Run 1, signal wires on met1:
The bar under the picture is 20 um long. Supply wires on this layer in grey.
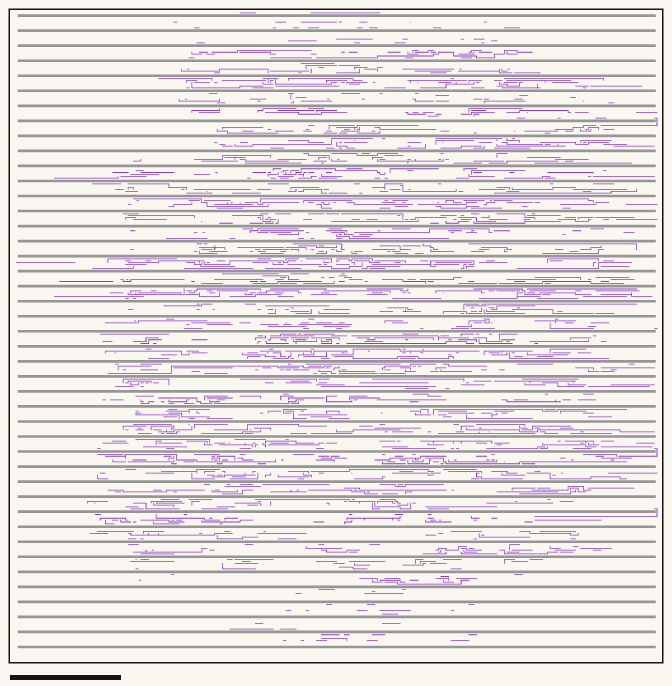
Run 1, signal wires on met2:
Cells faint in the background.
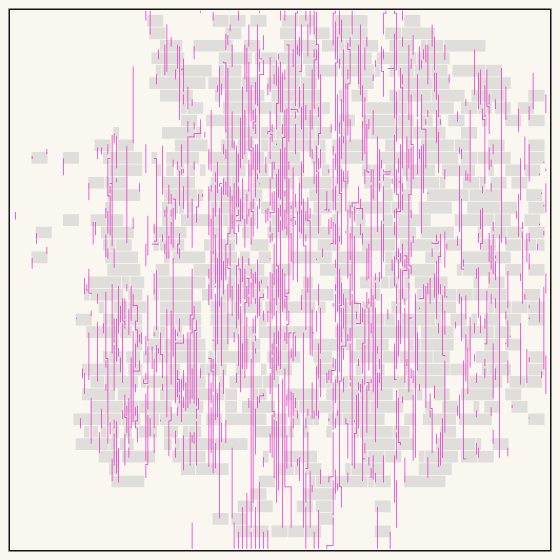
Run 1, signal wires on met3:
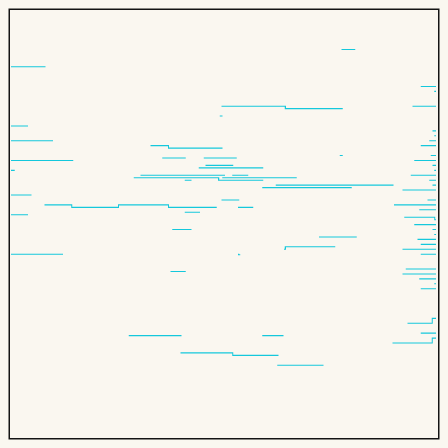
==> src/rtl/seg_scan_driver.sv <==
// Multiplexed 8-digit scan driver: one-hot digit select with blanking dead time and a double-buffered frame.
// Optional SEG_BLINK_EN adds a blink_mask port and a free-running blink phase.
module seg_scan_driver #(
    parameter int unsigned NUM_DIG   = 8,
    parameter int unsigned SCAN_DIV  = 100000,
    parameter int unsigned BLANK_CYC = 1000,
    parameter int unsigned BLINK_DIV = 50000000
) (
    input  logic                 clk,
    input  logic                 rst,
    input  logic [6*NUM_DIG-1:0] frame_in,
    input  logic                 frame_load,
    input  logic [NUM_DIG-1:0]   enable_mask,
`ifdef SEG_BLINK_EN
    input  logic [NUM_DIG-1:0]   blink_mask,
`endif
    output logic                 frame_pending,
    output logic                 load_ack,
    output logic [5:0]           seg_code,
    output logic [NUM_DIG-1:0]   dig_sel
);

    localparam int unsigned CNT_MAX   = (SCAN_DIV > BLANK_CYC) ? SCAN_DIV : BLANK_CYC;
    localparam int unsigned CNT_RANGE = (CNT_MAX > 2) ? CNT_MAX : 2;
    localparam int unsigned CW        = $clog2(CNT_RANGE);
    localparam int unsigned IW        = (NUM_DIG > 1) ? $clog2(NUM_DIG) : 1;
    localparam bit          HAS_BLANK = (BLANK_CYC != 0);

    localparam logic [CW-1:0] SHOW_LAST  = CW'(SCAN_DIV - 1);
    localparam logic [CW-1:0] BLANK_LAST = CW'(HAS_BLANK ? BLANK_CYC - 1 : 0);
    localparam logic [IW-1:0] IDX_LAST   = IW'(NUM_DIG - 1);
    localparam logic [5:0]    SYM_BLANK  = 6'h3F;

    if (NUM_DIG < 1 || NUM_DIG > 8 || SCAN_DIV < 1 || BLINK_DIV < 1) begin : g_param_check
        $error("seg_scan_driver: illegal parameter value");
    end

    typedef enum logic {
        ST_BLANK = 1'b0,
        ST_SHOW  = 1'b1
    } state_e;

    localparam state_e RST_STATE = HAS_BLANK ? ST_BLANK : ST_SHOW;

    state_e               state_q, state_d;
    logic [CW-1:0]        cnt_q, cnt_d;
    logic [IW-1:0]        idx_q, idx_d;
    logic                 wrap;
    logic [5:0]           active_q [NUM_DIG];
    logic [5:0]           active_d [NUM_DIG];
    logic [5:0]           pend_q   [NUM_DIG];
    logic [5:0]           pend_d   [NUM_DIG];
    logic                 pending_q, pending_d;
    logic                 load_ack_q, load_ack_d;
    logic [NUM_DIG-1:0]   dig_sel_q, dig_sel_d;
    logic [5:0]           seg_code_q, seg_code_d;
    logic                 commit;
    logic                 lit;
    logic                 blink_off;

    always_ff @(posedge clk) begin
        if (rst) begin
            state_q    <= RST_STATE;
            cnt_q      <= '0;
            idx_q      <= '0;
            active_q   <= '{default: SYM_BLANK};
            pend_q     <= '{default: SYM_BLANK};
            pending_q  <= 1'b0;
            load_ack_q <= 1'b0;
            dig_sel_q  <= '0;
            seg_code_q <= SYM_BLANK;
        end else begin
            state_q    <= state_d;
            cnt_q      <= cnt_d;
            idx_q      <= idx_d;
            active_q   <= active_d;
            pend_q     <= pend_d;
            pending_q  <= pending_d;
            load_ack_q <= load_ack_d;
            dig_sel_q  <= dig_sel_d;
            seg_code_q <= seg_code_d;
        end
    end

    // Single counter restarts on every state change; wrap marks entry into digit 0.
    always_comb begin
        state_d = state_q;
        cnt_d   = cnt_q + CW'(1);
        idx_d   = idx_q;
        wrap    = 1'b0;
        unique case (state_q)
            ST_BLANK: begin
                if (cnt_q == BLANK_LAST) begin
                    state_d = ST_SHOW;
                    cnt_d   = '0;
                end
            end
            ST_SHOW: begin
                if (cnt_q == SHOW_LAST) begin
                    cnt_d   = '0;
                    state_d = HAS_BLANK ? ST_BLANK : ST_SHOW;
                    if (idx_q == IDX_LAST) begin
                        idx_d = '0;
                        wrap  = 1'b1;
                    end else begin
                        idx_d = idx_q + IW'(1);
                    end
                end
            end
            default: begin
                state_d = RST_STATE;
                cnt_d   = '0;
            end
        endcase
    end

`ifdef SEG_BLINK_EN
    localparam int unsigned BLINK_RANGE = (BLINK_DIV > 2) ? BLINK_DIV : 2;
    localparam int unsigned BW          = $clog2(BLINK_RANGE);
    localparam logic [BW-1:0] BLINK_LAST = BW'(BLINK_DIV - 1);

    logic [BW-1:0] blink_cnt_q, blink_cnt_d;
    logic          blink_phase_q, blink_phase_d;
    logic          blink_hold_q, blink_hold_d;
    logic          slot_start;

    always_ff @(posedge clk) begin
        if (rst) begin
            blink_cnt_q   <= '0;
            blink_phase_q <= 1'b0;
            blink_hold_q  <= 1'b0;
        end else begin
            blink_cnt_q   <= blink_cnt_d;
            blink_phase_q <= blink_phase_d;
            blink_hold_q  <= blink_hold_d;
        end
    end

    // Phase is latched when a SHOW slot begins so a digit never changes mid-slot.
    always_comb begin
        blink_cnt_d   = blink_cnt_q + BW'(1);
        blink_phase_d = blink_phase_q;
        if (blink_cnt_q == BLINK_LAST) begin
            blink_cnt_d   = '0;
            blink_phase_d = ~blink_phase_q;
        end
        slot_start   = (state_d == ST_SHOW) && (cnt_d == '0);
        blink_hold_d = slot_start ? blink_phase_d : blink_hold_q;
        blink_off    = blink_hold_d & blink_mask[idx_d];
    end
`else
    assign blink_off = 1'b0;
`endif

    // Outputs are computed from next-state values so the registered outputs line up with the state.
    always_comb begin
        commit     = wrap & pending_q;
        active_d   = active_q;
        pend_d     = pend_q;
        if (commit) begin
            active_d = pend_q;
        end
        if (frame_load) begin
            for (int unsigned k = 0; k < NUM_DIG; k++) begin
                pend_d[k] = frame_in[6*k +: 6];
            end
        end
        pending_d  = frame_load | (pending_q & ~commit);
        load_ack_d = commit;
        lit        = (state_d == ST_SHOW) && enable_mask[idx_d] && !blink_off;
        dig_sel_d  = lit ? (NUM_DIG'(1) << idx_d) : '0;
        seg_code_d = lit ? active_d[idx_d] : SYM_BLANK;
    end

    assign frame_pending = pending_q;
    assign load_ack      = load_ack_q;
    assign seg_code      = seg_code_q;
    assign dig_sel       = dig_sel_q;

endmodule

==> config.mk <==
export PLATFORM = sky130hd
export DESIGN_NAME = seg_scan_driver
export DESIGN_NICKNAME = d
export VERILOG_FILES = /design/src/rtl/seg_scan_driver.sv
export SDC_FILE = /design/constraint.sdc
export NUM_CORES = 1
export LEC_CHECK = 0
export CAP_MARGIN = 20
export CORE_UTILIZATION = 40
export DETAILED_ROUTE_END_ITERATION = 10
export PLACE_DENSITY = 0.69
export SKIP_LAST_GASP = 1
export SLEW_MARGIN = 20
export SYNTH_ARGS = -nofsm -noshare
export SYNTH_HDL_FRONTEND = slang
export SYNTH_SLANG_ARGS = --single-unit
==> constraint.sdc <==
create_clock -name clk -period 4.2 [get_ports clk]
set_input_delay 0.84 -clock clk [delete_from_list [all_inputs] [get_ports clk]]
set_output_delay 0.84 -clock clk [all_outputs]
set_load 0.1 [all_outputs]
==> summary.txt, run 1 <==
fresh numbers from the pnr run: Worst EP arrival=about 3.2 ns, crit path max-delay cell type=or4_4, TritonCTS clock tree=yes, Mapped Cells=about 560, CTS buffer count=17, Clock Path Buffers=2, outcome=finished, final reports clean, gpl congestion=about 0.8, Critical Path, Cell by Cell=or4_4 -> or3_1 -> o21ai_4 -> nand2_2 -> mux2i_1 -> a211oi_4 -> o32ai_1, Critical path buffers and inverters=0, Peak VDD IR=approximately 0.29 mV, dpl cells=approximately 800, WHS=about 0.46 ns, post-CTS resize count=0, CP Max Fanout=10, endpoints failing hold=0, worst setup margin=approximately 1.3 ns, Core Region=between 10000 and 15000 um2, timing-limited maximum frequency=around 0.34 GHz, DRT iter0 DRCs=~330, Data required, critical path=between 4 and 5 ns, r2r startpoint=cnt_q[11], period utilisation layout=70.1%, Max Slew Vio Count=0, Row Count=roughly 42, CP Launch Type=flop, Final Core Density=about half, power per cell area=roughly 420 nW/um2, antenna viol nets, final=0, fp util=roughly two fifths, nets=about 690, Yosys Instances=559, setup TNS=0 ns, worst-margin pin slew=0.994 ns, initial antenna violation count=0
Back to the opening pictures, 'signal wires on met1':
main direction = horizontal
longest straight run = 59.3 um
nets with wire on the layer = 633
wire length on this layer = 5550 um
M1 GR Usage: 22.5%
via count: 4104
final WL: 12.1 mm

Back to the opening pictures, 'signal wires on met2':
longest straight run = 48.6 um
share of all routed wire = 48%
GR Util met2: 30.8%

Back to the opening pictures, 'signal wires on met3':
share of all routed wire = 5.0%
longest straight run = 32.2 um
main direction = horizontal
wire length on this layer = 610 um
GR Util met3: 5.43%

## run 1: Yosys cell counts (all sizes together)
cell / instances / area share (%)
nor2b: 11 / 1.3
nand2b: 1 / 0.12
o22ai: 17 / 2.0
nand4bb: 1 / 0.30
or3: 2 / 0.26
and4: 1 / 0.16
inv: 5 / 0.35
o211a: 1 / 0.19
and2b: 1 / 0.16
mux2i: 82 / 15
ha: 3 / 0.70
a21boi: 1 / 0.14
buf: 12 / 1.3
xnor2: 4 / 0.65
nand4: 4 / 0.47
o32ai: 2 / 0.33
nand2: 127 / 9.0
dfxtp: 133 / 49
nor2: 27 / 2.2
or4b: 1 / 0.19
mux2: 3 / 0.63
a211oi: 7 / 1.9
nor3: 12 / 1.4
clkbuf: 17 / 1.2
a2111oi: 2 / 0.33
nor4: 4 / 0.58
and4b: 1 / 0.19
xor2: 11 / 1.8
o32a: 1 / 0.21
o21ai: 8 / 1.2
a31oi: 1 / 0.12
clkinv: 1 / 0.070
o221ai: 3 / 0.49
and3: 6 / 0.72
nand3: 30 / 2.8
a21oi: 12 / 1.1
nand3b: 1 / 0.14
or4bb: 1 / 0.21
or4: 2 / 0.42
## run 1: path summary, 6_finish.rpt
| kind | slack [ns] | cells past startpoint | to |
|---|---|---|---|
| worst max-delay path | 1.26 | 7 | seg_code[5] |
| worst min-delay path | 0.46 | 1 | cnt_q[0] |
| worst max register to register | 1.26 | 7 | seg_code[5] |
| worst min register to register | 0.46 | 1 | cnt_q[0] |
## run 1: placed cells by master, fill, tap and decap left out, types with 4 or more instances in the layout
cell type        instances
dfxtp_1                133
nand2_1                125
mux2i_1                 82
clkdlybuf4s50_1         73
nand3_1                 30
nor2_1                  26
o22ai_1                 17
clkbuf_16               17
a21oi_1                 12
nor2b_1                 11
xor2_1                  11
nor3_1                  10
buf_4                    6
inv_1                    5
and3_1                   5
nand4_1                  4
o21ai_0                  4
xnor2_1                  4
## run 1: final cells by class
type / instances / share of cell area, %
flip-flops and latches: 133 / 38.9
repair buffers: 81 / 11.7
inverters: 6 / 0.329
clock buffers: 20 / 6.52
multi-input cells: 391 / 37.4
well taps: 176 / 3.22
clock inverters: 9 / 1.92
## run 1: layer usage
metal,up-vias,GRT usage [%],part of all wire (%)
met5,-,0,0
met2,88,30.8,48
met3,17,5.43,5.0
met1,1915,22.5,46
met4,0,6.73,1.3
li1,2084,-,-
## run 1: kinds of logic after synthesis
logic type,Yosys count,share of synthesized area [%]
compound gates,55,7.91
xor+xnor,15,2.44
fa+ha+maj,3,0.698
buf+inv,35,2.95
flops,133,49.5
mux,85,15.9
simple gates,233,20.6
## run 1: report_power, final
part	switching [mW]	total [mW]	leakage (nW)	internal [mW]
registers	0.0199	1.31	1.09	1.29
clock network	0.510	1.45	0.274	0.936
logic	0.0649	0.149	1.56	0.0846
## run 1: flip-flops by register name (all words and copies together) (netlist names)
name and cells:
active_q 48, dig_sel 8, idx_q 3, frame_pending 1
pend_q 48, seg_code 6, state_q 1, cnt_q 17
load_ack 1
==> run 2: changes to the inputs <==
- PLACE_DENSITY: 0.69 -> 0.72
- clock period: 4.2 -> 2.7 ns (I/O delays scaled with it)
Run 2, signal wires on met1:
The bar under the picture is 20 um long. Supply wires on this layer in grey.
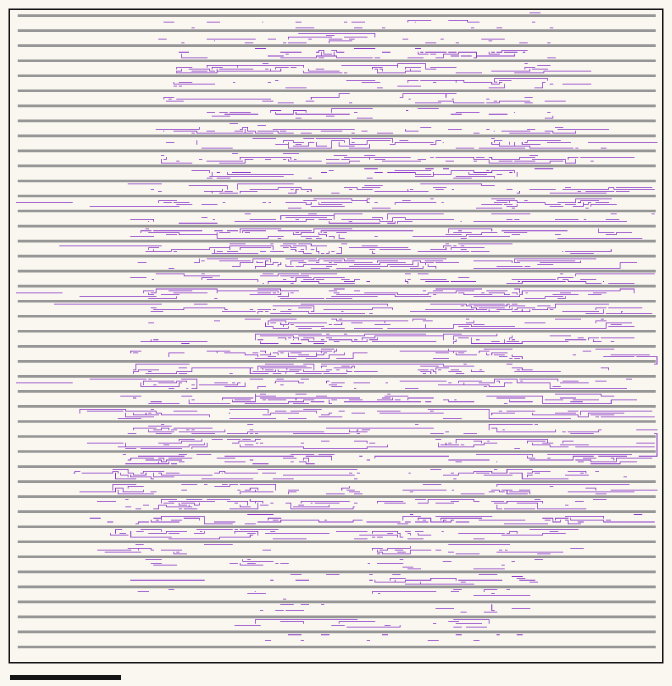
nets with wire on the layer = 668
wire length on this layer = 5520 um
main direction = horizontal
share of all routed wire = 44%
M1 GR Usage: 21.5%
via count: 4223
final WL: 12.6 mm

==> summary.txt, run 2 <==
fresh numbers from the pnr run: top-count cell post-synth=dfxtp_1, initial antenna violation count=0 (unchanged), CTS buffer count=17 (unchanged), Top-area cell share=49.5% (unchanged), reg2reg setup slack=0.09 ns (-1.16 ns), Core Region=13200 um2 (unchanged), Worst EP arrival=2.94 ns (-0.27 ns), Clk pin slew, worst setup/hold paths=about 0.050 ns, Sink Count=133, period utilisation layout=96.6% (+26 points), Async SR Flop Fraction=0% (unchanged), Data required, critical path=3.03 ns (-1.44 ns), crit path max-delay cell type=or4_4, Comb power frac=5.4% (+0.3 points), number of enable flip-flop cells=0 (unchanged), antenna viol nets, final=0 (unchanged), CP Launch Type=flop, Post-synth top cells=dfxtp_1 (133), nand2_1 (125), mux2i_1 (82), nand3_1 (30), nor2_1 (26), largest registers=active_q (48), pend_q (48), cnt_q (17), GR Util met2=30.4% (-0.33 points), Final Core Density=53.2% (+1.3 points), WHS=0.463 ns (+0.00238 ns), sequential power share=46.6% (+1.4 points), worst setup margin=0.0922 ns (-1.16 ns), DPL Wire Length=between 8 and 9 mm, Top cells by area=dfxtp_1 (49%), mux2i_1 (15%), nand2_1 (8.7%), nand3_1 (2.8%), o22ai_1 (2.0%), fp util=40.8% (unchanged), dpl cell area=~6400 um2, Row Count=42 (unchanged), Register-to-Register Path Depth=9 (+2), power per cell area=627 nW/um2 (+47%), Synth area leader=dfxtp_1, die width=~120 um, largest net degree at the start of global routing=~58, setup TNS=0 ns (unchanged), r2r startpoint=cnt_q[11], Max Slew Vio Count=0 (unchanged), Worst Setup EP=seg_code[0], Worst R2R End=seg_code[0], Main synth FF type=dfxtp_1, most frequent logic cell in the layout=dfxtp_1, Mapped Cells=559 (unchanged), nets=712 (+2.9%), P_int=3.49 mW (+51%), share of layout cells above drive strength 1=between 10% and 20%, CP Max Fanout=10 (unchanged), Critical path buffers and inverters=2 (+2), dpl cells=805 (+2.3%), gpl congestion=0.795 (-1.2%), worst-margin pin slew=0.430 ns (-0.564 ns), endpoints failing hold=0 (unchanged), Top cells excl fill/tap=dfxtp_1 (133), nand2_1 (125), mux2i_1 (79), outcome=finished, final reports clean, Clock Path Buffers=2 (unchanged), TritonCTS clock tree=yes, Sw Ratio=20.6% (+0.11 points), DRT iter0 DRCs=369 (+11%), GR Util met3=5.81% (+0.39 points), Yosys Instances=559 (unchanged), GRT Max-Usage Layer=met2, Critical Path, Cell by Cell=or4_4 -> or3_1 -> buf_4 -> o21ai_4 -> nand2_2 -> a211oi_2 -> a211oi_4 -> buf_12 -> o22ai_1
Run 2, met4 routing:
The bar under the picture is 20 um long. Supply wires on this layer in grey.
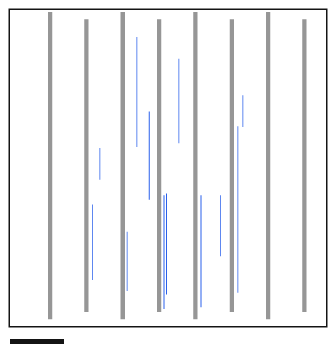
nets with wire on the layer = 8
longest straight run = 61.9 um

## run 2: cells by family (layout without fill, tap and decap cells)
family | Yosys count | in the layout | share of synthesized area, %
xor+xnor | 15 | 15 | 2.44
flops | 133 | 133 | 49.5
fa+ha+maj | 3 | 3 | 0.698
compound gates | 55 | 55 | 7.91
mux | 85 | 85 | 15.9
simple gates | 233 | 233 | 20.6
buf+inv | 35 | 136 | 2.95
## run 2: how the worst min path moves through the flow
stage | endpoint | slack, ns | cells past startpoint
6_report | cnt_q[0] | 0.46 | 1
4_1_cts | cnt_q[0] | 0.47 | 1
2_1_floorplan | cnt_q[0] | 0.43 | 1
3_3_place_gp | cnt_q[0] | 0.44 | 1
5_1_grt | active_q[0] | 0.49 | 2
3_5_place_dp | cnt_q[0] | 0.45 | 1
## run 2: what timing repair did
item / in CTS / in global routing
resized: 0 / 9
endpoints found under the setup margin: 0 / 9
buffers inserted: 0 / 2
## run 2: worst register-to-register path: stages, from the launching register on
cell and delay (ns):
dfxtp_1 0.30, or4_4 0.57, or3_1 0.38, buf_4 0.19
o21ai_4 0.18, nand2_2 0.13, a211oi_2 0.34, a211oi_4 0.08
buf_12 0.15, o22ai_1 0.19
## run 2: power groups by stage
| stage | clock, mW | sequential, mW | combinational [mW] |
|---|---|---|---|
| after floorplan | 0 | 2.08 | 0.114 |
| after global placement | 0 | 2.09 | 0.232 |
| after detailed placement | 0 | 2.09 | 0.238 |
| after CTS | 2.16 | 2.05 | 0.240 |
| after global routing | 2.24 | 2.05 | 0.256 |
| final | 2.11 | 2.05 | 0.236 |
## run 2: final cells by class
type | count | area (um2) | share of cell area (%)
clock inverters | 4 | 47.5 | 0.678
flip-flops and latches | 133 | 2660 | 38.0
multi-input cells | 391 | 2590 | 36.9
repair buffers | 101 | 977 | 13.9
clock buffers | 25 | 495 | 7.06
well taps | 176 | 220 | 3.14
inverters | 6 | 22.5 | 0.321
## run 2: per-layer routing
layer / wire length (um) / vias up / share of wire, %
met2: 6060 / 113 / 48
met3: 594 / 31 / 4.7
met1: 5520 / 1961 / 44
li1: - / 2118 / -
met5: 0 / - / 0
met4: 382 / 0 / 3.0
==> run 3: changes to the inputs <==
- CAP_MARGIN: 20 -> 0
Run 3, routing congestion:
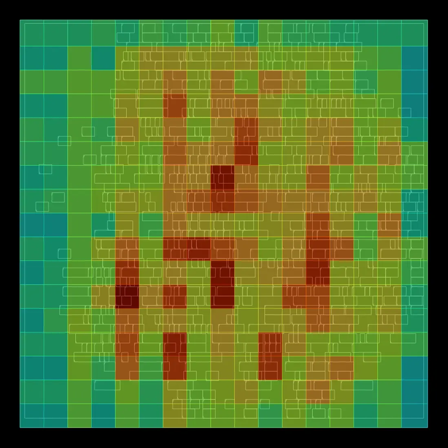
GRT Max-Usage Layer: met2
GR Util met3: 5.81%

Run 3, signal wires on met1:
The bar under the picture is 20 um long. Supply wires on this layer in grey.
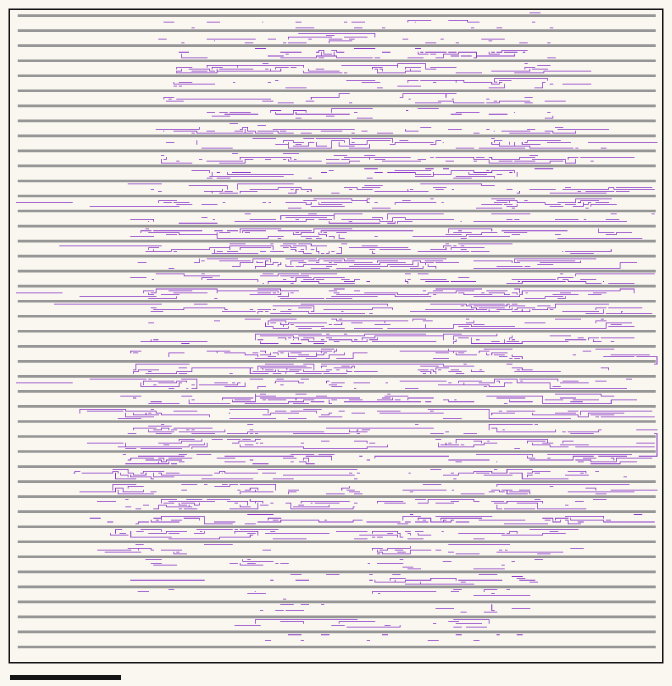
nets with wire on the layer = 668
main direction = horizontal
wire length on this layer = 5520 um
share of all routed wire = 44%

==> summary.txt, run 3 <==
fresh numbers from the pnr run: outcome=finished, final reports clean, worst setup margin=0.0922 ns (unchanged), CP Launch Type=flop, aggregate global routing overflow=0, tool warnings=27, Main synth FF type=dfxtp_1, number of global-route vias before repair=approximately 4200, CTS buffer count=17 (unchanged), fill count=1132, most frequent logic cell in the layout=dfxtp_1, initial antenna violation count=0 (unchanged), reg2reg setup slack=0.09 ns (about the same), Root Buffer=clkbuf_16, gpl congestion=0.795 (unchanged), Clk pin slew, worst setup/hold paths=0.05 ns (about the same), Row Count=42 (unchanged), DRT iter0 DRCs=369 (unchanged), Max-slew headroom=slightly above 70%, synth warn=0, Data required, critical path=3.03 ns (about the same), largest net degree at the start of global routing=58 (unchanged), largest registers=active_q (48), pend_q (48), cnt_q (17), IO Port Bufs=74, Register-to-Register Path Depth=9 (unchanged), power per cell area=627 nW/um2 (unchanged), Critical Path, Cell by Cell=or4_4 -> or3_1 -> buf_4 -> o21ai_4 -> nand2_2 -> a211oi_2 -> a211oi_4 -> buf_12 -> o22ai_1, Flops after synth=133, diode count=0, Largest delay share family, worst path=simple AND/OR/NAND/NOR gates, nets=712 (unchanged), dpl cells=805 (unchanged), Synth area leader=dfxtp_1, Yosys Instances=559 (unchanged), r2r startpoint=cnt_q[11], die height=between 100 and 150 um, period utilisation layout=96.6% (unchanged), worst-margin pin slew=0.430 ns (unchanged), dpl cell area=6420 um2 (unchanged), Peak VDD IR=~0.47 mV, share of layout cells above drive strength 1=15.2% (unchanged), via count=4223 (unchanged), antenna viol nets, final=0 (unchanged), DRT Pass-1 Iters=4, Worst Setup EP=seg_code[0], fp util=40.8% (unchanged), distinct lib cells=about 54, crit path max-delay cell type=or4_4, Async SR Flop Fraction=0% (unchanged), endpoints failing hold=0 (unchanged), TritonCTS clock tree=yes, die width=118 um (unchanged), syn nets=about 620, Clock Path Buffers=2 (unchanged), CP Max Fanout=10 (unchanged), top-count cell post-synth=dfxtp_1, Max Slew Vio Count=0 (unchanged), Top cells by area=dfxtp_1 (49%), mux2i_1 (15%), nand2_1 (8.7%), nand3_1 (2.8%), o22ai_1 (2.0%), Post-synth top cells=dfxtp_1 (133), nand2_1 (125), mux2i_1 (82), nand3_1 (30), nor2_1 (26), Mapped Cells=559 (unchanged), dpl ws=~0.013 ns, Clock Skew=0.00734 ns, DPL Wire Length=8.95 mm (unchanged), clk ins delay skew pair=between 0.4 and 0.5 ns, Worst EP arrival=2.94 ns (about the same), Top cells excl fill/tap=dfxtp_1 (133), nand2_1 (125), mux2i_1 (79), Core Region=13200 um2 (unchanged), Critical path buffers and inverters=2 (unchanged), CP endpoint kind=flop, final WL=12.6 mm (unchanged), maximum level of the CTS H-tree=4, Crit Path Category=reg -> reg, number of enable flip-flop cells=0 (unchanged), Top-area cell share=49.5% (unchanged), Worst R2R End=seg_code[0], setup TNS=0 ns (unchanged), Sink Count=133 (unchanged), DRC=0
[run 3: cell families (layout without fill, tap and decap cells)]
logic type	Yosys count	count (layout)	share of synthesized area, %
and+or+nand+nor	233	233	20.6
buffers and inverters	35	136	2.95
AOI/OAI and AO/OA	55	55	7.91
adders and majority gates	3	3	0.698
xor gates and xnor gates	15	15	2.44
muxes	85	85	15.9
DFF	133	133	49.5
[run 3: worst min path at each step]
stage | depth (start not counted) | startpoint | slack [ns] | endpoint
after floorplan | 1 | cnt_q[0] | 0.43 | cnt_q[0]
after global placement | 1 | cnt_q[0] | 0.44 | cnt_q[0]
after detailed placement | 1 | cnt_q[0] | 0.45 | cnt_q[0]
after CTS | 1 | cnt_q[0] | 0.47 | cnt_q[0]
after global routing | 2 | active_q[0] | 0.49 | active_q[0]
final | 1 | cnt_q[0] | 0.46 | cnt_q[0]
[run 3: repair_timing]
action | CTS | global route
setup buffers | 0 | 2
setup endpoints to repair | 0 | 9
hold buffers | 0 | 0
resized | 0 | 9
[run 3: worst register-to-register path: stages (launching register included)]
cell and delay [ns]:
dfxtp_1 0.30, or4_4 0.57, or3_1 0.38, buf_4 0.19
o21ai_4 0.18, nand2_2 0.13, a211oi_2 0.34, a211oi_4 0.08
buf_12 0.15, o22ai_1 0.19
[run 3: layout make-up]
type	count	area [um2]	share of cell area [%]
tap	176	220	3.14
timing repair buffer	101	977	13.9
clock buffer	25	495	7.06
sequential	133	2660	38.0
clock inverter	4	47.5	0.678
multi-input combinational	391	2590	36.9
inverter	6	22.5	0.321
[run 3: per-stage QoR]
step | total power, mW | hold WS (ns) | utilization (%)
6_report | 4.40 | 0.463 | 53.2
5_1_grt | 4.55 | 0.487 | 53.2
4_1_cts | 4.45 | 0.465 | 52.8
3_5_place_dp | 2.32 | 0.453 | 48.7
3_3_place_gp | 2.32 | 0.438 | 48.7
2_1_floorplan | 2.20 | 0.426 | -
[run 3: where the power goes]
| group | leakage [nW] | total [mW] | internal (mW) | switching (mW) |
|---|---|---|---|---|
| Combinational | 1.67 | 0.236 | 0.136 | 0.101 |
| Sequential | 1.09 | 2.05 | 2.01 | 0.0331 |
| Clock | 0.265 | 2.11 | 1.34 | 0.770 |
[run 3: layer usage]
metal | part of all wire [%] | vias up | track usage [%] | wire length, um
met3 | 4.7 | 31 | 5.81 | 594
li1 | - | 2118 | - | -
met2 | 48 | 113 | 30.4 | 6060
met5 | 0 | - | 0 | 0
met1 | 44 | 1961 | 21.5 | 5520
met4 | 3.0 | 0 | 10.4 | 382
Power and IR drop assume default switching activity.
